**config.mk**
```make
export PLATFORM = sky130hd
export DESIGN_NAME = selector_demux
export DESIGN_NICKNAME = d
export VERILOG_FILES = /design/src/rtl/selector_demux.sv
export SDC_FILE = /design/constraint.sdc
export NUM_CORES = 1
export LEC_CHECK = 0
export ABC_AREA = 0
export CAP_MARGIN = 15
export CORE_UTILIZATION = 42
export DETAILED_ROUTE_END_ITERATION = 8
export PLACE_DENSITY = 0.77
export SLEW_MARGIN = 20
export SYNTH_ARGS = -nofsm -noshare
export SYNTH_HDL_FRONTEND = slang
export SYNTH_HIERARCHICAL = 1
export SYNTH_SLANG_ARGS = --single-unit
```
**constraint.sdc**
```tcl
create_clock -name CLK -period 4.76 [get_ports CLK]
set_input_delay 0.952 -clock CLK [delete_from_list [all_inputs] [get_ports CLK]]
set_output_delay 0.952 -clock CLK [all_outputs]
set_load 0.005 [all_outputs]
```
**src/rtl/selector_demux.sv**
```systemverilog
// selector_demux: streaming 1-to-2 demultiplexer; each word goes to OUT0 or OUT1 according to IN_SEL.
// Latency: a word pushed into an empty channel FIFO is presented the cycle after the push edge.
// Backpressure: IN_READY depends only on IN_SEL and the registered count of the selected FIFO (never on OUTn_READY).
// Optional build macro SELECTOR_DEMUX_CNT_EN adds 16-bit per-channel push counters OUT0_CNT / OUT1_CNT.

// Per-channel FIFO: registered head/valid, pointers wrap naturally (DEPTH must be a power of 2, >= 2).
module selector_demux_fifo #(
  parameter int WIDTH = 8,
  parameter int DEPTH = 2
) (
  input  logic             clk_i,
  input  logic             rst_ni,
  input  logic             push_i,
  input  logic [WIDTH-1:0] push_data_i,
  input  logic             pop_rdy_i,
  output logic [WIDTH-1:0] data_o,
  output logic             valid_o,
  output logic             full_o
);
  localparam int AW = (DEPTH > 1) ? $clog2(DEPTH) : 1;
  localparam logic [AW:0] FULL_CNT = (AW+1)'(DEPTH);

  logic [WIDTH-1:0] mem_q [DEPTH];
  logic [AW-1:0]    wr_ptr_q, wr_ptr_d;
  logic [AW-1:0]    rd_ptr_q, rd_ptr_d;
  logic [AW:0]      cnt_q, cnt_d;
  logic             pop;

  assign valid_o = (cnt_q != '0);
  assign data_o  = mem_q[rd_ptr_q];
  assign full_o  = (cnt_q == FULL_CNT);
  assign pop     = valid_o & pop_rdy_i;

  // Next-state pointers and occupancy; push+pop together leaves the count unchanged.
  always_comb begin
    wr_ptr_d = wr_ptr_q;
    rd_ptr_d = rd_ptr_q;
    cnt_d    = cnt_q;
    if (push_i) wr_ptr_d = wr_ptr_q + 1'b1;
    if (pop)    rd_ptr_d = rd_ptr_q + 1'b1;
    case ({push_i, pop})
      2'b10:   cnt_d = cnt_q + 1'b1;
      2'b01:   cnt_d = cnt_q - 1'b1;
      default: cnt_d = cnt_q;
    endcase
  end

  // State and storage registers; reset clears storage so the head reads 0 during reset.
  always_ff @(posedge clk_i or negedge rst_ni) begin
    if (!rst_ni) begin
      wr_ptr_q <= '0;
      rd_ptr_q <= '0;
      cnt_q    <= '0;
      for (int i = 0; i < DEPTH; i++) mem_q[i] <= '0;
    end else begin
      wr_ptr_q <= wr_ptr_d;
      rd_ptr_q <= rd_ptr_d;
      cnt_q    <= cnt_d;
      if (push_i) mem_q[wr_ptr_q] <= push_data_i;
    end
  end
endmodule

module selector_demux #(
  parameter int WIDTH = 8,
  parameter int DEPTH = 2
) (
  input  logic             CLK,
  input  logic             RST_N,
  input  logic [WIDTH-1:0] IN_DATA,
  input  logic             IN_SEL,
  input  logic             IN_VALID,
  output logic             IN_READY,
  output logic [WIDTH-1:0] OUT0_DATA,
  output logic             OUT0_VALID,
  input  logic             OUT0_READY,
  output logic [WIDTH-1:0] OUT1_DATA,
  output logic             OUT1_VALID,
  input  logic             OUT1_READY
`ifdef SELECTOR_DEMUX_CNT_EN
  ,
  output logic [15:0]      OUT0_CNT,
  output logic [15:0]      OUT1_CNT
`endif
);
  logic full0, full1;
  logic room;
  logic push0, push1;

  // A full FIFO stalls words aimed at it even if its sink pops this cycle,
  // which keeps OUTn_READY out of the IN_READY path.
  assign room = IN_SEL ? ~full1 : ~full0;

  // RST_N only masks the visible ready; while it is low the FIFOs are held
  // in reset anyway, so the push strobes do not need it.
  assign IN_READY = RST_N & room;
  assign push0    = IN_VALID & room & ~IN_SEL;
  assign push1    = IN_VALID & room &  IN_SEL;

  selector_demux_fifo #(.WIDTH(WIDTH), .DEPTH(DEPTH)) u_fifo0 (
    .clk_i       (CLK),
    .rst_ni      (RST_N),
    .push_i      (push0),
    .push_data_i (IN_DATA),
    .pop_rdy_i   (OUT0_READY),
    .data_o      (OUT0_DATA),
    .valid_o     (OUT0_VALID),
    .full_o      (full0)
  );

  selector_demux_fifo #(.WIDTH(WIDTH), .DEPTH(DEPTH)) u_fifo1 (
    .clk_i       (CLK),
    .rst_ni      (RST_N),
    .push_i      (push1),
    .push_data_i (IN_DATA),
    .pop_rdy_i   (OUT1_READY),
    .data_o      (OUT1_DATA),
    .valid_o     (OUT1_VALID),
    .full_o      (full1)
  );

`ifdef SELECTOR_DEMUX_CNT_EN
  logic [15:0] cnt0_q, cnt1_q;

  // Free-running push counters per channel; wrap from 65535 to 0.
  always_ff @(posedge CLK or negedge RST_N) begin
    if (!RST_N) begin
      cnt0_q <= '0;
      cnt1_q <= '0;
    end else begin
      if (push0) cnt0_q <= cnt0_q + 16'd1;
      if (push1) cnt1_q <= cnt1_q + 16'd1;
    end
  end

  assign OUT0_CNT = cnt0_q;
  assign OUT1_CNT = cnt1_q;
`endif
endmodule

```
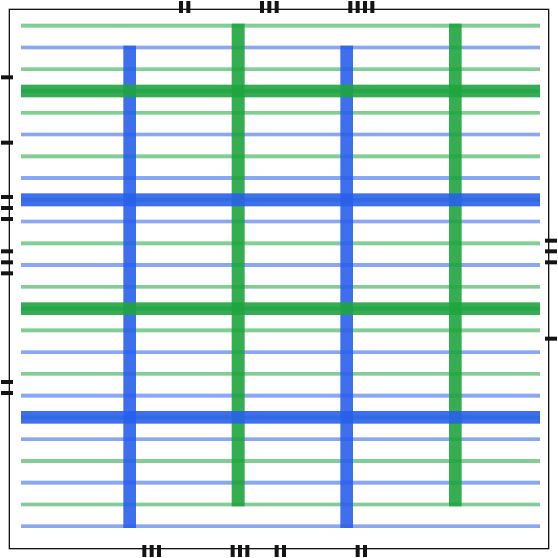
pdn.png
(8 px per µm) Pins as bars on the die edge.
[blue] VSS
[green] VDD
met4 straps: 4
rows: 23
core area: 4060 µm²
Max rail drop VDD: 322 µV
vertical extent of the die: 67.2 µm
die width: 67.2 µm

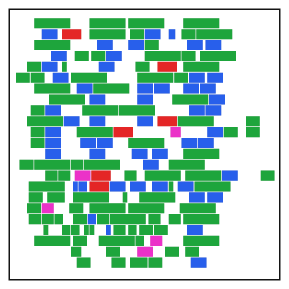
drive_strength.png
(4 px per µm)
[blue] drive 2 | cells: 53 | share: 33%
[magenta] drive 3 to 4 | cells: 5 | share: 3.1%
[green] drive 1 or less | cells: 96 | share: 60%
[red] drive 6 and up | cells: 6 | share: 3.8%
Non-clock buffers: 33
signed area change from the synthesized netlist to the final layout: 26.0%
final critical-path setup slack: 1.53 ns
area of all placed cells without fillers: 2250 µm²

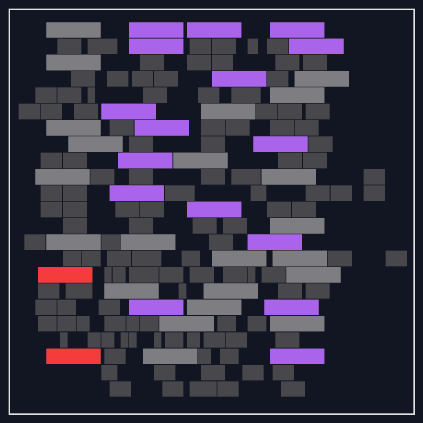
registers.png
(6 px per µm)
[red] u_fifo0/cnt_q | flops: 2
[purple] u_fifo1/mem_q | flops: 16
sequential-cell power consumption: 0.000651 W
utilization of the core after routing: 0.555

[cell type report]
type / instances / area, µm²
tap: 50 / 62.6
inverter: 2 / 7.51
fill: 332 / 1800
multi-input combinational: 77 / 769
sequential: 40 / 1000
clock buffer: 8 / 90.1
timing repair buffer: 33 / 323
[per-layer routing]
metal  vias up  track usage
li1        490            -
met1       541        0.214
met2        19        0.303
met3         4       0.0524
met4         0       0.0638
met5         -            0
[worst register-to-register path, stage by stage (launching register included)]
cell,delay [ns]
sky130_fd_sc_hd__dfrtp_1,0.40
sky130_fd_sc_hd__nor2b_1,0.15
sky130_fd_sc_hd__nor3b_1,0.51
sky130_fd_sc_hd__inv_2,0.12
sky130_fd_sc_hd__nor2_4,0.27
sky130_fd_sc_hd__mux2_2,0.37
==> reports/summary.log <==
INFO  sta            worstMarginPinSlew=0.586ns
INFO  logic_synthesis netlist.top_cell.by_area=sky130_fd_sc_hd__dfrtp_1
INFO  min_path       hold_path.startpoint=u_fifo1/cnt_q[1]
INFO  sta            total_negative_setup_slacks=0ns
INFO  logic_synthesis synth.top_cells.by_area=sky130_fd_sc_hd__dfrtp_1 56%, sky130_fd_sc_hd__mux2_2 30%, sky130_fd_sc_hd__xor2_1 2.9%, sky130_fd_sc_hd__xnor2_1 2.0%, sky130_fd_sc_hd__ha_1 1.4%
INFO  finish         lay_top_count=sky130_fd_sc_hd__mux2_2
INFO  logic_synthesis synth_largest_type_area_fraction=0.560
INFO  sta            period_needed=3.23ns
INFO  clocking       cts-root-buf=sky130_fd_sc_hd__clkbuf_8
INFO  placed_design  minimum_setup_slack_after_placement=1.52ns
INFO  logic_synthesis synth-simple-area-share=0.0595
INFO  logic_synthesis synth.cellmix.adderShare=0.0140
INFO  clocking       clock_path_buffers=2
INFO  clocking       tritoncts_num_sinks=40
INFO  finish         lay_top_cells=48 x sky130_fd_sc_hd__mux2_2, 40 x sky130_fd_sc_hd__dfrtp_1, 31 x sky130_fd_sc_hd__clkdlybuf4s50_1, 6 x sky130_fd_sc_hd__clkbuf_8, 6 x sky130_fd_sc_hd__xor2_1
INFO  worst_setup_path worstPathCellList=clkdlybuf4s50_1 -> mux2i_1 -> and2_1 -> clkdlybuf4s50_1
INFO  die            rows=23
INFO  logic_synthesis synth_dominant_cell_count=sky130_fd_sc_hd__mux2_2
INFO  logic_synthesis synth.cellmix.xorXnorShare=0.0490
INFO  worst_setup_path cp_max_delay_cell=sky130_fd_sc_hd__clkdlybuf4s50_1
INFO  routing        top_signal_layer_used=met4
INFO  worst_setup_path critical_path_arrival=2.28ns
INFO  routing        antenna_left=0
INFO  finish         nNetsFinal=175
INFO  power          p_sw=0.000455W
INFO  status         result_of_the_run=complete, no violations
INFO  power          power_frac_clock=0.144
INFO  clocking       insertion_delay=0.28ns
INFO  die            die_area=4520µm²
INFO  logic_synthesis post_synth_mux_area_share=0.308
INFO  sta            finalClockPeriodUsage=0.680
INFO  worst_setup_path regToRegSetupSlack=2.83ns
INFO  logic_synthesis ys_seq_share=0.560
INFO  worst_setup_path worstReg2RegStart=u_fifo0/cnt_q[1]
INFO  min_path       worstHoldPathCells=1
INFO  die            num_io_pins=33
INFO  min_path       min_delay_worst_endpoint=u_fifo1/cnt_q[1]
INFO  worst_setup_path crit_required=3.81ns
INFO  sta            hold_slack=0.481ns
INFO  logic_synthesis top_cells_by_count=48 x sky130_fd_sc_hd__mux2_2, 40 x sky130_fd_sc_hd__dfrtp_1, 6 x sky130_fd_sc_hd__xor2_1
INFO  clocking       number_of_buffers_inserted_during_clock_tree_synthesis=5
INFO  worst_setup_path worst_setup_path_endpoint=IN_READY
INFO  logic_synthesis yosysCellCount=121
INFO  sta            timing.max_slew.rel_slack=0.609
INFO  grt            grt_antenna_before_repair=0
INFO  finish         layout_top_registers=u_fifo0/mem_q x16, u_fifo1/mem_q x16
INFO  logic_synthesis yosysUniqueCellTypes=17
INFO  power          power.share.combinational=0.440
INFO  worst_setup_path critical_path.max_fanout=3
INFO  grt            grt_overflow_total=0
INFO  sta            finalClockSkew=0.00341ns
INFO  finish         final_cells=210
INFO  sta            max_fclk=309MHz
INFO  grt            grt_start_max_net_pins=41
INFO  min_path       holdCritPathClass=register to register
INFO  routing        drt-met1-wl=1520µm
INFO  power          cellLeakagePower=0.943nW
INFO  power          power_switching_share=0.290
INFO  worst_setup_path worstSetupPathDepth=4
INFO  worst_setup_path slowest_delay=0.52ns
INFO  placed_design  placedCellCount=202
INFO  worst_setup_path timing.critical_path.from=IN_SEL
INFO  logic_synthesis synth.yosys.chip_area=1790µm²
INFO  logic_synthesis ys_sh_aoi=0
INFO  sta            grt_setup_unrepaired=false
INFO  routing        met3_wirelength=112µm
INFO  routing        met2_wl=1800µm
INFO  logic_synthesis yosys-dominant-comb-family=multiplexers
INFO  power          p_seq_frac=0.416
INFO  sta            setup_violations=0
INFO  clocking       post_cts_resized=0
INFO  worst_setup_path worst_r2r_endpoint=u_fifo0/mem_q[8]
INFO  grt            vias_in_the_first_global_route=1,191
INFO  routing        routed_wl=3470µm
INFO  worst_setup_path critical_path.endpoint_type=primary output
INFO  power          top_power_group=combinational cells
INFO  logic_synthesis enable_flop_cells=0
INFO  worst_setup_path crit_top_cell=sky130_fd_sc_hd__clkdlybuf4s50_1
INFO  logic_synthesis ys_ff=40
INFO  flow_run       warnings=26
INFO  logic_synthesis synth_area=1790µm²
INFO  worst_setup_path worst_setup_path_category=primary input to primary output
INFO  power          pg_clk=0.000226W
INFO  sta            timing_max_transition_violations_final=0
INFO  sta            timing_hold_violations_final=0
Power and IR drop assume default switching activity.
